<file path="src/rtl/chip8_mem_arbiter.sv">
// rtl/chip8_mem_arbiter.sv - single-port CHIP-8 RAM arbiter for loader, CPU and video
// Loader has absolute priority unless the CPU holds a lock; CPU/video alternate on ties.
module chip8_mem_arbiter #(
  parameter int ADDR_W = 12,
  parameter int DATA_W = 8
) (
  input  logic              clk,
  input  logic              rst,
  input  logic              ld_req,
  input  logic [ADDR_W-1:0] ld_addr,
  input  logic [DATA_W-1:0] ld_wdata,
  output logic              ld_gnt,
  input  logic              cpu_req,
  input  logic              cpu_we,
  input  logic              cpu_lock,
  input  logic [ADDR_W-1:0] cpu_addr,
  input  logic [DATA_W-1:0] cpu_wdata,
  output logic              cpu_gnt,
  output logic              cpu_rvalid,
  output logic [DATA_W-1:0] cpu_rdata,
  input  logic              vid_req,
  input  logic [ADDR_W-1:0] vid_addr,
  output logic              vid_gnt,
  output logic              vid_rvalid,
  output logic [DATA_W-1:0] vid_rdata,
  output logic              mem_en,
  output logic              mem_we,
  output logic [ADDR_W-1:0] mem_addr,
  output logic [DATA_W-1:0] mem_wdata,
  input  logic [DATA_W-1:0] mem_rdata
);

  typedef enum logic [1:0] {
    PRI_CPU = 2'd0,
    PRI_VID = 2'd1,
    LOCKED  = 2'd2
  } state_t;

  state_t r_state;
  logic   r_cpu_rv;
  logic   r_vid_rv;

  logic   w_ld_gnt;
  logic   w_cpu_gnt;
  logic   w_vid_gnt;

  // Grants are held off while reset is asserted so the RAM never sees a strobe.
  always_comb begin
    w_ld_gnt  = 1'b0;
    w_cpu_gnt = 1'b0;
    w_vid_gnt = 1'b0;
    if (rst) begin
      if (r_state == LOCKED) begin
        w_cpu_gnt = cpu_req;
      end else if (ld_req) begin
        w_ld_gnt = 1'b1;
      end else if (cpu_req && vid_req) begin
        if (r_state == PRI_VID) w_vid_gnt = 1'b1;
        else                    w_cpu_gnt = 1'b1;
      end else begin
        w_cpu_gnt = cpu_req;
        w_vid_gnt = vid_req;
      end
    end
  end

  always_comb begin
    mem_we    = 1'b0;
    mem_addr  = '0;
    mem_wdata = '0;
    if (w_ld_gnt) begin
      mem_we    = 1'b1;
      mem_addr  = ld_addr;
      mem_wdata = ld_wdata;
    end else if (w_cpu_gnt) begin
      mem_we    = cpu_we;
      mem_addr  = cpu_addr;
      mem_wdata = cpu_wdata;
    end else if (w_vid_gnt) begin
      mem_addr  = vid_addr;
    end
  end

  assign ld_gnt  = w_ld_gnt;
  assign cpu_gnt = w_cpu_gnt;
  assign vid_gnt = w_vid_gnt;
  assign mem_en  = w_ld_gnt | w_cpu_gnt | w_vid_gnt;

  always_ff @(posedge clk or negedge rst) begin
    if (!rst) begin
      r_state  <= PRI_CPU;
      r_cpu_rv <= 1'b0;
      r_vid_rv <= 1'b0;
    end else begin
      r_cpu_rv <= w_cpu_gnt & ~cpu_we;
      r_vid_rv <= w_vid_gnt;
      case (r_state)
        LOCKED: begin
          if (!cpu_lock) r_state <= PRI_VID;
        end
        default: begin
          if (w_cpu_gnt)      r_state <= cpu_lock ? LOCKED : PRI_VID;
          else if (w_vid_gnt) r_state <= PRI_CPU;
        end
      endcase
    end
  end

  assign cpu_rvalid = r_cpu_rv;
  assign vid_rvalid = r_vid_rv;
  assign cpu_rdata  = r_cpu_rv ? mem_rdata : '0;
  assign vid_rdata  = r_vid_rv ? mem_rdata : '0;

endmodule

</file>
<file path="config.mk">
export PLATFORM = sky130hd
export DESIGN_NAME = chip8_mem_arbiter
export DESIGN_NICKNAME = d
export VERILOG_FILES = /design/src/rtl/chip8_mem_arbiter.sv
export SDC_FILE = /design/constraint.sdc
export NUM_CORES = 1
export LEC_CHECK = 0
export CORE_ASPECT_RATIO = 1.1
export CORE_UTILIZATION = 21
export CTS_BUF_LIST = sky130_fd_sc_hd__clkbuf_16
export CTS_CLUSTER_SIZE = 8
export DETAILED_ROUTE_END_ITERATION = 12
export PLACE_DENSITY = 0.8
export SETUP_SLACK_MARGIN = 0.2
export SYNTH_ARGS = -nofsm -noshare
export SYNTH_HDL_FRONTEND = slang
export SYNTH_SLANG_ARGS = --single-unit
</file>
<file path="constraint.sdc">
create_clock -name clk -period 2 [get_ports clk]
set_input_delay 0.3 -clock clk [delete_from_list [all_inputs] [get_ports clk]]
set_output_delay 0.3 -clock clk [all_outputs]
set_load 0.02 [all_outputs]
</file>
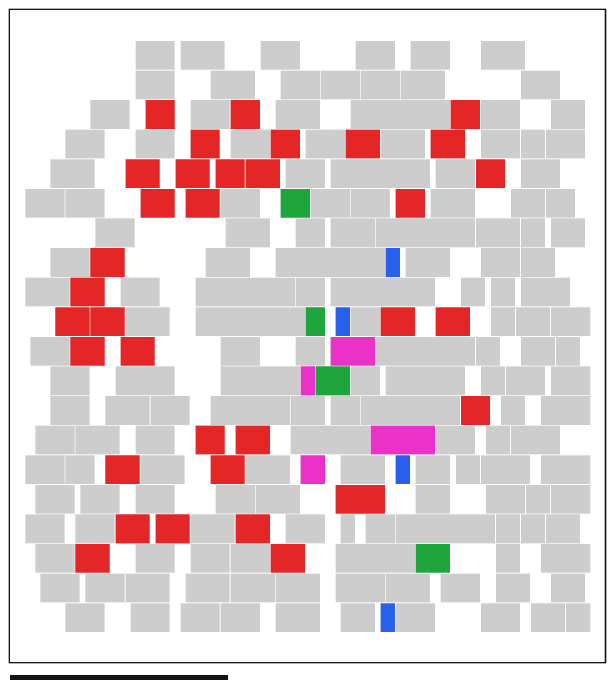
*Logic cells by family*
Scale bar: 20 um.
Green shows aoi and oai cells, cells 4, where middle. Red shows non-inverting ao/oa cells, cells 34. Blue shows nand cells, cells 4. Magenta shows nor cells, cells 4, where middle.

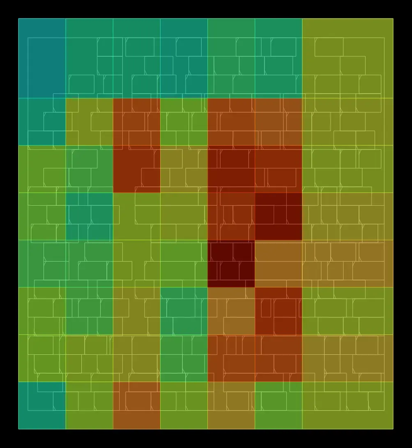
*Track usage over the die*
Routed WL per cell: 16.3 um
met2 Use GR: 0.456
met3 GRT Util: 0.0534
GRT Util Overall: 0.234
GR Layer Usage met1: 0.210

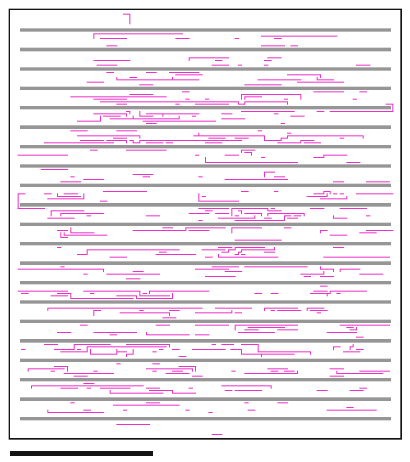
*Signal wires on met1*
Scale bar: 20 um. Supply wires on this layer in grey.
The layer holds 30% of the routed length. The wires run mostly horizontal.
DR vias: 1156
Post-Route WL: 3820 um

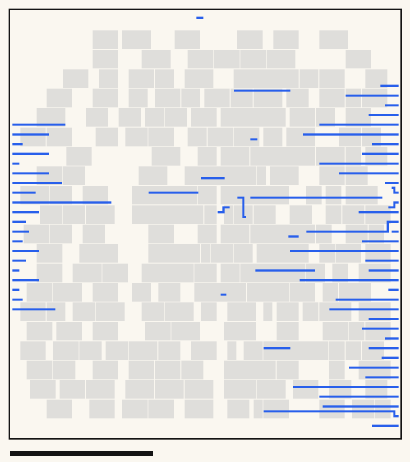
*Met3 routing*
Scale bar: 20 um.
The wires run mostly horizontal. The layer holds 9.5% of the routed length. The longest straight run is 18.2 um. 62 nets have wire on it. The layer carries 364 um of wire.

-- logic make-up (layout without fill, tap and decap cells) --
kind of cell,after synthesis,count (layout),share of synthesized area
adders and majority gates,1,1,0.0176
and+or+nand+nor,26,26,0.254
DFF,4,4,0.156
buffers and inverters,7,132,0.0820
AOI/OAI and AO/OA,38,38,0.490
-- registers in the layout, indices dropped and copies added, names as in the netlist --
| register | cells |
|---|---|
| r_state | 2 |
| cpu_rvalid | 1 |
| vid_rvalid | 1 |
-- per-layer routing --
metal,global-route usage,vias up
li1,-,541
met1,0.210,535
met2,0.456,69
met3,0.0534,11
met4,0.125,0
met5,0,-
-- report_power, final --
part / internal (mW) / leakage [nW] / total, mW / switching (mW)
logic: 0.504 / 1.05 / 0.835 / 0.331
registers: 0.102 / 0.0521 / 0.133 / 0.0309
clock network: 0.256 / 0.0370 / 0.321 / 0.0650
-- cell type report --
class / instances / area, sq um / share of cell area
Clock buffer: 3 / 75.1 / 0.0354
Tap cell: 33 / 41.3 / 0.0195
Sequential cell: 4 / 101 / 0.0478
Multi-Input combinational cell: 65 / 503 / 0.237
Inverter: 1 / 3.75 / 0.00177
Timing Repair Buffer: 128 / 1400 / 0.659
-- per-stage QoR --
| stage | power (mW) | setup slack (ns) | instances | hold WS [ns] | TNS (ns) |
|---|---|---|---|---|---|
| 2_1_floorplan | 0.433 | 0.296 | 76 | 0.00441 | 0 |
| 3_3_place_gp | 0.804 | -0.467 | 221 | 0.519 | -10.26 |
| 3_5_place_dp | 0.820 | -0.497 | 221 | 0.514 | -10.42 |
| 4_1_cts | 1.23 | -0.0729 | 230 | 0.00804 | -0.793 |
| 5_1_grt | 1.35 | -0.125 | 234 | 0.0167 | -1.29 |
| 6_report | 1.29 | -0.0906 | 234 | 0.0157 | -0.743 |
-- worst paths after layout --
| path | endpoint | from | cells past startpoint |
|---|---|---|---|
| min in group clk | r_state[1]$_DFFE_PN0P_ | r_state[1]$_DFFE_PN0P_ | 2 |
| hold / removal | cpu_rvalid$_DFF_PN0_ | rst | 1 |
| max in group asynchronous | r_state[0]$_DFFE_PN0P_ | rst | 2 |
| hold reg to reg | r_state[1]$_DFFE_PN0P_ | r_state[1]$_DFFE_PN0P_ | 2 |
| setup reg to reg | r_state[1]$_DFFE_PN0P_ | r_state[0]$_DFFE_PN0P_ | 7 |
| setup / recovery | mem_addr[2] | r_state[0]$_DFFE_PN0P_ | 7 |
-- worst max-delay path, cell delays in order (launching register included) --
cell and delay (ns):
dfrtp_2 0.43, buf_6 0.13, and2b_2 0.24, nor2_4 0.06
buf_4 0.15, a22o_1 0.23, a21o_1 0.19, buf_6 0.13
-- placed cells by master, fill, tap and decap left out, types with 2 or more instances in the layout --
cell type / n
dlygate4sd2_1: 13
and2_1: 16
clkdlybuf4s50_1: 64
a22o_1: 20
a21o_2: 3
buf_12: 5
dfrtp_1: 3
a21o_1: 10
buf_6: 26
buf_4: 9
dlymetal6s2s_1: 7
nand2_1: 4
clkbuf_16: 4
buf_16: 2
-- timing repair --
action	CTS	global route
pin swaps	4	11
setup endpoints to repair	35	31
hold buffers	0	0
cloned	2	1
setup buffers	4	3
resized	160	20
==> changes_impl.md <==
### Changed

* Clock transition at the registers of the reported paths at 0.03 ns
* RSZ-0062 raised after global routing: true
* Mapped Area at 641 sq um
* Layout cells sized above 1 at 0.289
* CP Max Fanout at 5
* Clock sink count at 4
* Synth Instances at 76
* Net Count, Synth at 143
* Drt initial violations at 4
* N_diodes at 0
* Design area at 0.00212 sq mm
* Met3 wire len at 363 um
* CTS Buffer Depth at 2
* Data required time of the critical path at 1.70 ns
* Max Slew Vio Count at 0
* CTS Buf Count at 3
* Highest Signal Layer: met4
* Registers, synthesis at 4
* Number of remaining DRC errors at 0
* Number of cells in Yosys stat at 76
* I/O Buffers at 109
* Highest Clock Rate at 0.478 GHz
* List of most frequent post-synthesis cells: a22o_1 (20), and2_1 (16), a21o_1 (10)
* Log Warnings at 28
* Status: finished with violations
* Pin count of the biggest net entering global routing at 19
* Worst Tran Pin Value at 0.240 ns
* Leading area contributor after synthesis: a22o_1
* Kind of end point of the critical path: primary output
* P&R area growth vs syn at 231%
* Final setup violation count at 18
* Failing checks: negative setup slack
* Die Ht at 59.9 um
* Core Util, Final at 0.750
* Post-route minimum period at 2.09 ns
* Post-DP HPWL at 2790 um
* Worst Clk Skew at 0.00188 ns
* Worst setup SP type: register
* HP Class: input port to asynchronous set/reset pin
* Fin worst setup slack at -0.0906 ns
* Layout fillers at 223
* Yosys warnings at 0
* Max-area cell share at 0.273
* Core box area at 0.00283 sq mm
* R2r setup slk at 0.42 ns
* PD cells at 608 mW/mm^2
* Crit share post-route at 1.05
* Top FF cell, synth: dfrtp_1
* Clock root cell: clkbuf_16
* Number of enable flip-flop cells at 0
* Arr. time, crit path at 1.79 ns
* Number of global-route vias before repair at 1132
* Slew HR at 0.840
* Final RePlAce weighted congestion at 0.759
* Detailed Routing Iterations Pass 1 at 3
* Synth top area cells: a22o_1 (27%), and2_1 (16%), dfrtp_1 (16%), a21o_1 (12%), buf_6 (5.3%)
* Die footprint at 0.00328 sq mm
* Core Rows at 20
* Via-to-Cell Ratio at 4.94
* Syn_area_per_cell at 8.43 sq um
* Final hold vios at 0
* Nets at 270
* Ports at 110
* Worst-Skew Late Latency at 0.23 ns
* Fp util at 0.227
* Initial antenna violation count at 0
* Gr ovfl total at 0
* Setup CP Type: register to primary output
* CTS H-Tree Depth at 1
* Post-synthesis cell type count at 21
* Most frequent cell after synthesis: a22o_1
* Number of nets still failing antenna checks after routing at 0
* YS chip area at 641 sq um
* M1 wire length at 1150 um
* Static Leak at 1.14 nW
* Reported max-cap violation count at 0
* Maximum vdd ir drop at 0.484 mV
* CTS tree: built
* Seq share, synth at 0.156
* Die W at 54.7 um
* First-pass GRT wire length at 5290 um
* Cell area after placement at 0.00183 sq mm
* Share of synthesized registers carrying an async set or reset at 1.00
* Met2 WL post-DR at 2200 um
Power and IR drop assume default switching activity.
